[src/rtl/mux4x1_rr_sel.sv]
// Round-robin select generator for a 4:1 mux.
// Grants one requester at a time for bursts of up to MAX_BURST beats.
module mux4x1_rr_sel #(
    parameter int unsigned MAX_BURST = 4
) (
    input  logic       clk,
    input  logic       rst,
    input  logic [3:0] req,
    input  logic       ready,
    output logic [1:0] sel,
    output logic [3:0] grant,
    output logic       valid,
    output logic       last
);

    localparam int unsigned CW = $clog2(MAX_BURST + 1);
    localparam logic [CW-1:0] LAST_CNT = CW'(MAX_BURST - 1);

    typedef enum logic {
        IDLE,
        BUSY
    } state_t;

    state_t        state;
    state_t        state_nx;
    logic [1:0]    ptr;
    logic [1:0]    ptr_nx;
    logic [1:0]    sel_nx;
    logic [3:0]    grant_nx;
    logic [CW-1:0] cnt;
    logic [CW-1:0] cnt_nx;
    logic [3:0]    req_m;

    logic busy;
    logic req_sel;
    logic beat;
    logic at_last;
    logic drop;
    logic rel;

    // First requester at or after p, wrapping around the four sources.
    function automatic logic [1:0] arb(
        input logic [1:0] p,
        input logic [3:0] r
    );
        logic [1:0] idx;
        arb = p;
        for (int i = 3; i >= 0; i--) begin
            idx = p + 2'(i);
            if (r[idx]) arb = idx;
        end
    endfunction

    function automatic logic [3:0] onehot(input logic [1:0] s);
        onehot = 4'b0001 << s;
    endfunction

    // State, pointer, select, grant and beat counter registers.
    always_ff @(posedge clk) begin
        if (rst) begin
            state <= IDLE;
            ptr   <= 2'd0;
            sel   <= 2'd0;
            grant <= 4'b0000;
            cnt   <= '0;
        end else begin
            state <= state_nx;
            ptr   <= ptr_nx;
            sel   <= sel_nx;
            grant <= grant_nx;
            cnt   <= cnt_nx;
        end
    end

    // Next-state: start a grant from IDLE, count beats, rotate on release.
    always_comb begin
        state_nx = state;
        ptr_nx   = ptr;
        sel_nx   = sel;
        grant_nx = grant;
        cnt_nx   = cnt;
        req_m    = req;
        unique case (state)
            IDLE: begin
                if (|req) begin
                    sel_nx   = arb(ptr, req);
                    grant_nx = onehot(sel_nx);
                    cnt_nx   = '0;
                    state_nx = BUSY;
                end
            end
            BUSY: begin
                if (rel) begin
                    ptr_nx = sel + 2'd1;
                    // A source that dropped its request is not re-granted.
                    if (drop) req_m = req & ~onehot(sel);
                    cnt_nx = '0;
                    if (|req_m) begin
                        sel_nx   = arb(ptr_nx, req_m);
                        grant_nx = onehot(sel_nx);
                    end else begin
                        grant_nx = 4'b0000;
                        state_nx = IDLE;
                    end
                end else if (beat) begin
                    cnt_nx = cnt + CW'(1);
                end
            end
        endcase
    end

    // Beat handshake outputs and release conditions.
    always_comb begin
        busy    = (state == BUSY);
        req_sel = req[sel];
        valid   = busy & req_sel;
        at_last = (cnt == LAST_CNT);
        last    = valid & at_last;
        beat    = valid & ready;
        drop    = busy & ~req_sel;
        rel     = (beat & last) | drop;
    end

endmodule

[config.mk]
export PLATFORM = sky130hd
export DESIGN_NAME = mux4x1_rr_sel
export DESIGN_NICKNAME = d
export VERILOG_FILES = /design/src/rtl/mux4x1_rr_sel.sv
export SDC_FILE = /design/constraint.sdc
export NUM_CORES = 1
export LEC_CHECK = 0
export CORE_MARGIN = 4
export CORE_UTILIZATION = 40
export CTS_BUF_LIST = sky130_fd_sc_hd__clkbuf_4
export DETAILED_ROUTE_END_ITERATION = 10
export PLACE_DENSITY = 0.7
export SLEW_MARGIN = 20
export SYNTH_ARGS = -nofsm -noshare
export SYNTH_HDL_FRONTEND = slang
export SYNTH_SLANG_ARGS = --single-unit
[constraint.sdc]
create_clock -name clk -period 2.1 [get_ports clk]
set_clock_uncertainty 0.05 [all_clocks]
set_input_delay 0.42 -clock clk [delete_from_list [all_inputs] [get_ports clk]]
set_output_delay 0.42 -clock clk [all_outputs]
set_load 0.01 [all_outputs]
Figure 1. PDN straps and rails (run 1).
Scale: 8 px per um. Pins as bars on the die edge.
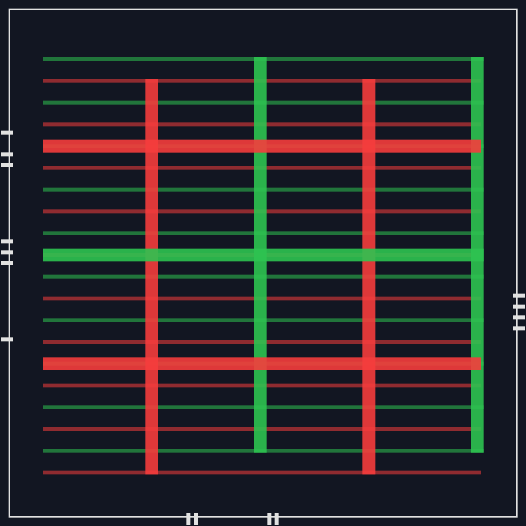
legend:
  red:
    net: VSS
  green:
    net: VDD
signal pins: 15
met4 straps: 4
rows: 19

Figure 2. Metal layers overlaid (run 1).
Scale: 10 px per um. Two of the layers only.
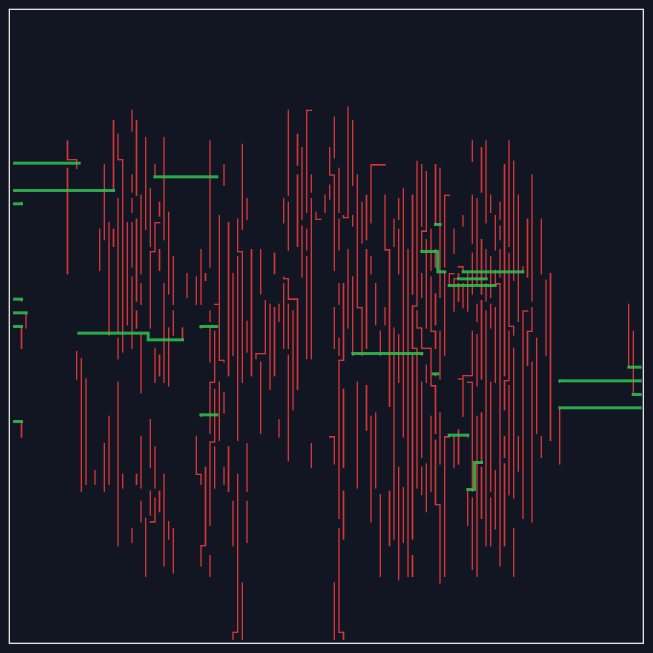
legend:
  green:
    layer: M3
    wire_length: 89.6 um
  red:
    layer: M2
    wire_length: 1780 um
wire per inst: 14.9 um
vias: 1288
final WL: 3410 um
Tot GR Track Use: 16.0%

==> impl_metrics.yaml, run 1 <==
# flow metrics
logic_synthesis:
  avgSynthCellArea_um2: 7.78
  ys_sh_simple_pct: 28.5
critical_path:
  end_kind: "flop"
  r2r_end: "sel[0]"
  required_ns: 2.22
  reg2regPathDepth: 10
  arrival_ns: 2.27
  crit_type: "flop to flop"
  timing.critical_path.buf_inv: 3
  crit_family: "AND-OR/OR-AND gates"
run:
  max_cap_violations: 0
  warnings: 32
routing:
  dr_wl_met2_um: 1780
  drc: 0
  route.top_layer_used: "met4"
run_status:
  status: "finished, violations left"
  violations: "setup timing"
placed_design:
  place_area_mm2: 0.00155
  numPortBuffers: 14
  placed_cells: 218
finish:
  drive_gt1_share_pct: 38.1
  logic_gate_count: 122
  logic_area_um2: 997
  final_core_util_pct: 61.8
  clock_area_share_pct: 1.50
  seq_cell_count: 12
final_timing:
  setup_slack_ns: -0.0483
  final-setup-viol-count: 1
  fin_tns_setup_ns: -0.0483
global_route:
  grt_pass1_vias: 1245
  antenna_found_initial: 0
power_and_ir_drop:
  power_mw: 1.16
clocking:
  cts_resized: 17
Figure 3. Cell area per tile (run 1).
Scale: 4 px per um. The die is cut into 6 by 6 equal tiles; white is low, dark blue is high, 0 to 100% covered.
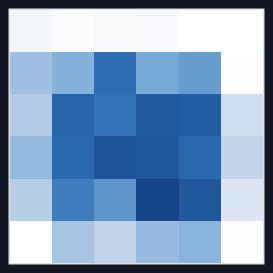
nearly empty tiles: 14%
tiles over 75% full: 28%
mean over tiles: 43%
densest ninth of the die: middle
fullest tile: 91%

## run 1: cells in the mapped netlist, types with 3 or more instances
cell type	count
nor3b_1	3
mux2i_1	4
o21bai_1	3
o21ai_0	6
nor3_1	3
nand3b_1	3
buf_6	3
and2_1	3
ha_1	6
dfxtp_1	12
o21ai_1	4
buf_4	4
a21oi_1	10
nor2_1	19
nand3_1	9
nand2_1	9
inv_1	12
## run 1: report_power, final
group          total (mW)  internal (mW)  switching, mW
Combinational       0.725          0.361          0.364
Clock               0.148         0.0690         0.0794
Sequential          0.286          0.258         0.0281
Total                1.16          0.689          0.471
Figure 4. Clock distribution (run 1).
Scale: 10 px per um.
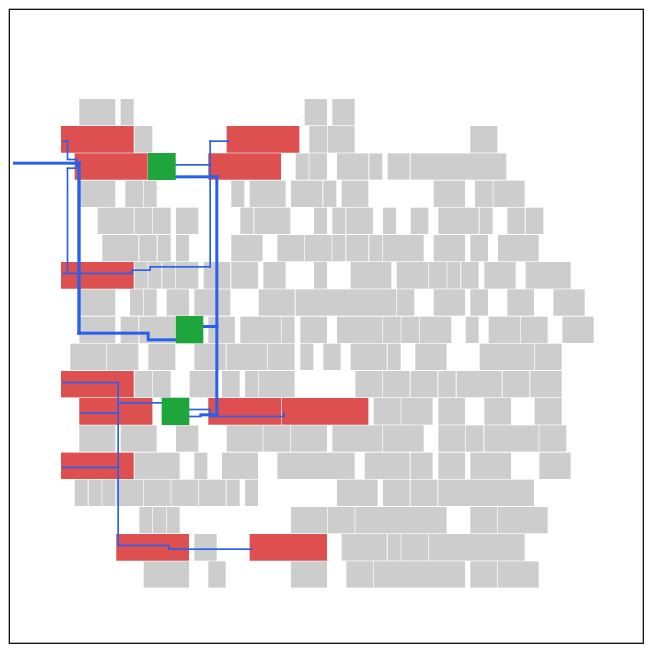

==> run 2: changes to the inputs <==
PLACE_DENSITY = unset   (was 0.7)
PLACE_DENSITY_LB_ADDON = 0.05   (was unset)
SKIP_CTS_REPAIR_TIMING = 1   (was unset)
Figure 5. Clock distribution (run 2).
Scale: 10 px per um.
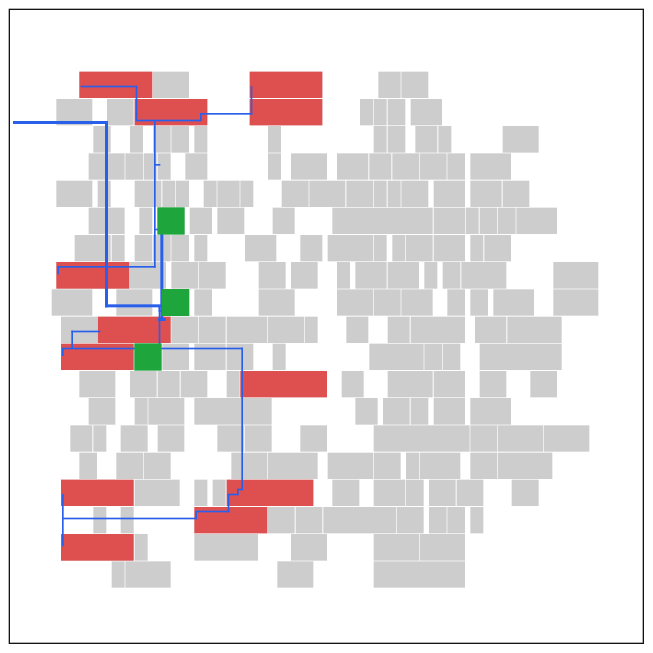
legend:
  blue:
    item: clock wires
    length: 172 um
  red:
    item: flip-flops
    count: 12
  green:
    item: clock-net drivers
    count: 3
routed clock nets: 4
Clk. pwr: 0.149 mW
Clk network pwr share: 12.5%
Latency at later pin: 0.27 ns

==> run 2 against run 1 <==
  * The run still ends with setup timing left
  * Setup slack improved by 0.028 ns
  * Sequential share of layout area decreased by 0.13 points
  * Non-clock buffer count increased by 5
  * Clock power about the same
  * Synthesized area unchanged
  * Die size unchanged
  * Sequential cell count unchanged
  * Count of clock-buffer cells in the layout unchanged
  * Highest routed layer unchanged
  * Largest cell class unchanged
  * Register-to-register slack improved by 0.03 ns
  * Cell count increased by 2.2%
  * Synthesized cell count unchanged
  * Utilization increased by 1.2 points
==> impl_metrics.yaml, run 2 <==
# flow metrics
power_and_ir_drop:
  internal_power_mw: 0.723
  p_sw_share_pct: 39.3
  p_comb_share_pct: 63.5
  pg_seq_mw: 0.285
  seq_power_share_pct: 24.0
routing:
  route.top_layer_used: "met4"
  vias: 1339
  finalWirelength_um: 3380
  drc: 0
  dr_wl_met2_um: 1670
placed_design:
  numPortBuffers: 14
  place_area_mm2: 0.00162
  placed_cells: 226
final_timing:
  fin_tns_setup_ns: -0.0561
  final-setup-viol-count: 3
  setup_slack_ns: -0.0202
finish:
  seq_cell_count: 12
  logic_gate_count: 122
  clock_area_share_pct: 1.47
critical_path:
  reg2regPathDepth: 9
  required_ns: 2.27
  r2r_end: "grant[3]"
  arrival_ns: 2.29
  crit_type: "flop to flop"
logic_synthesis:
  avgSynthCellArea_um2: 7.78
  common_cells: "nor2_1 (19), dfxtp_1 (12), inv_1 (12)"
global_route:
  antenna_found_initial: 0
  grtUsageTotal_pct: 16.7
  grt_pass1_vias: 1317
run:
  warnings: 31
run_status:
  status: "finished, violations left"
  violations: "setup timing"
-- run 2: cell count changes in the layout (fill, tap and decap cells not counted), sizes merged --
cell,previous run,this run
dlygate4sd2,4,0
clkdlybuf4s15,1,0
buf,33,38
dlymetal6s2s,0,4
clkbuf,3,4
-- run 2: worst max-delay path by stage --
stage	startpoint	to	slack [ns]	cells after the start
floorplan	sel[0]	sel[0]	-0.08	11
global placement	req[0]	last	-0.41	7
detailed placement	req[0]	last	-0.41	7
CTS	req[0]	last	-0.43	7
global route	sel[0]	grant[3]	-0.13	9
finish	sel[0]	grant[3]	-0.02	9
-- run 2: critical path: cells and delay by family (launching register included) --
family / cells / cell delay (ns)
compound gates: 3 / 0.52
simple gates: 3 / 0.53
buf+inv: 2 / 0.27
fa+ha+maj: 1 / 0.32
flops: 1 / 0.38
Power is estimated from default activity; no workload was simulated.
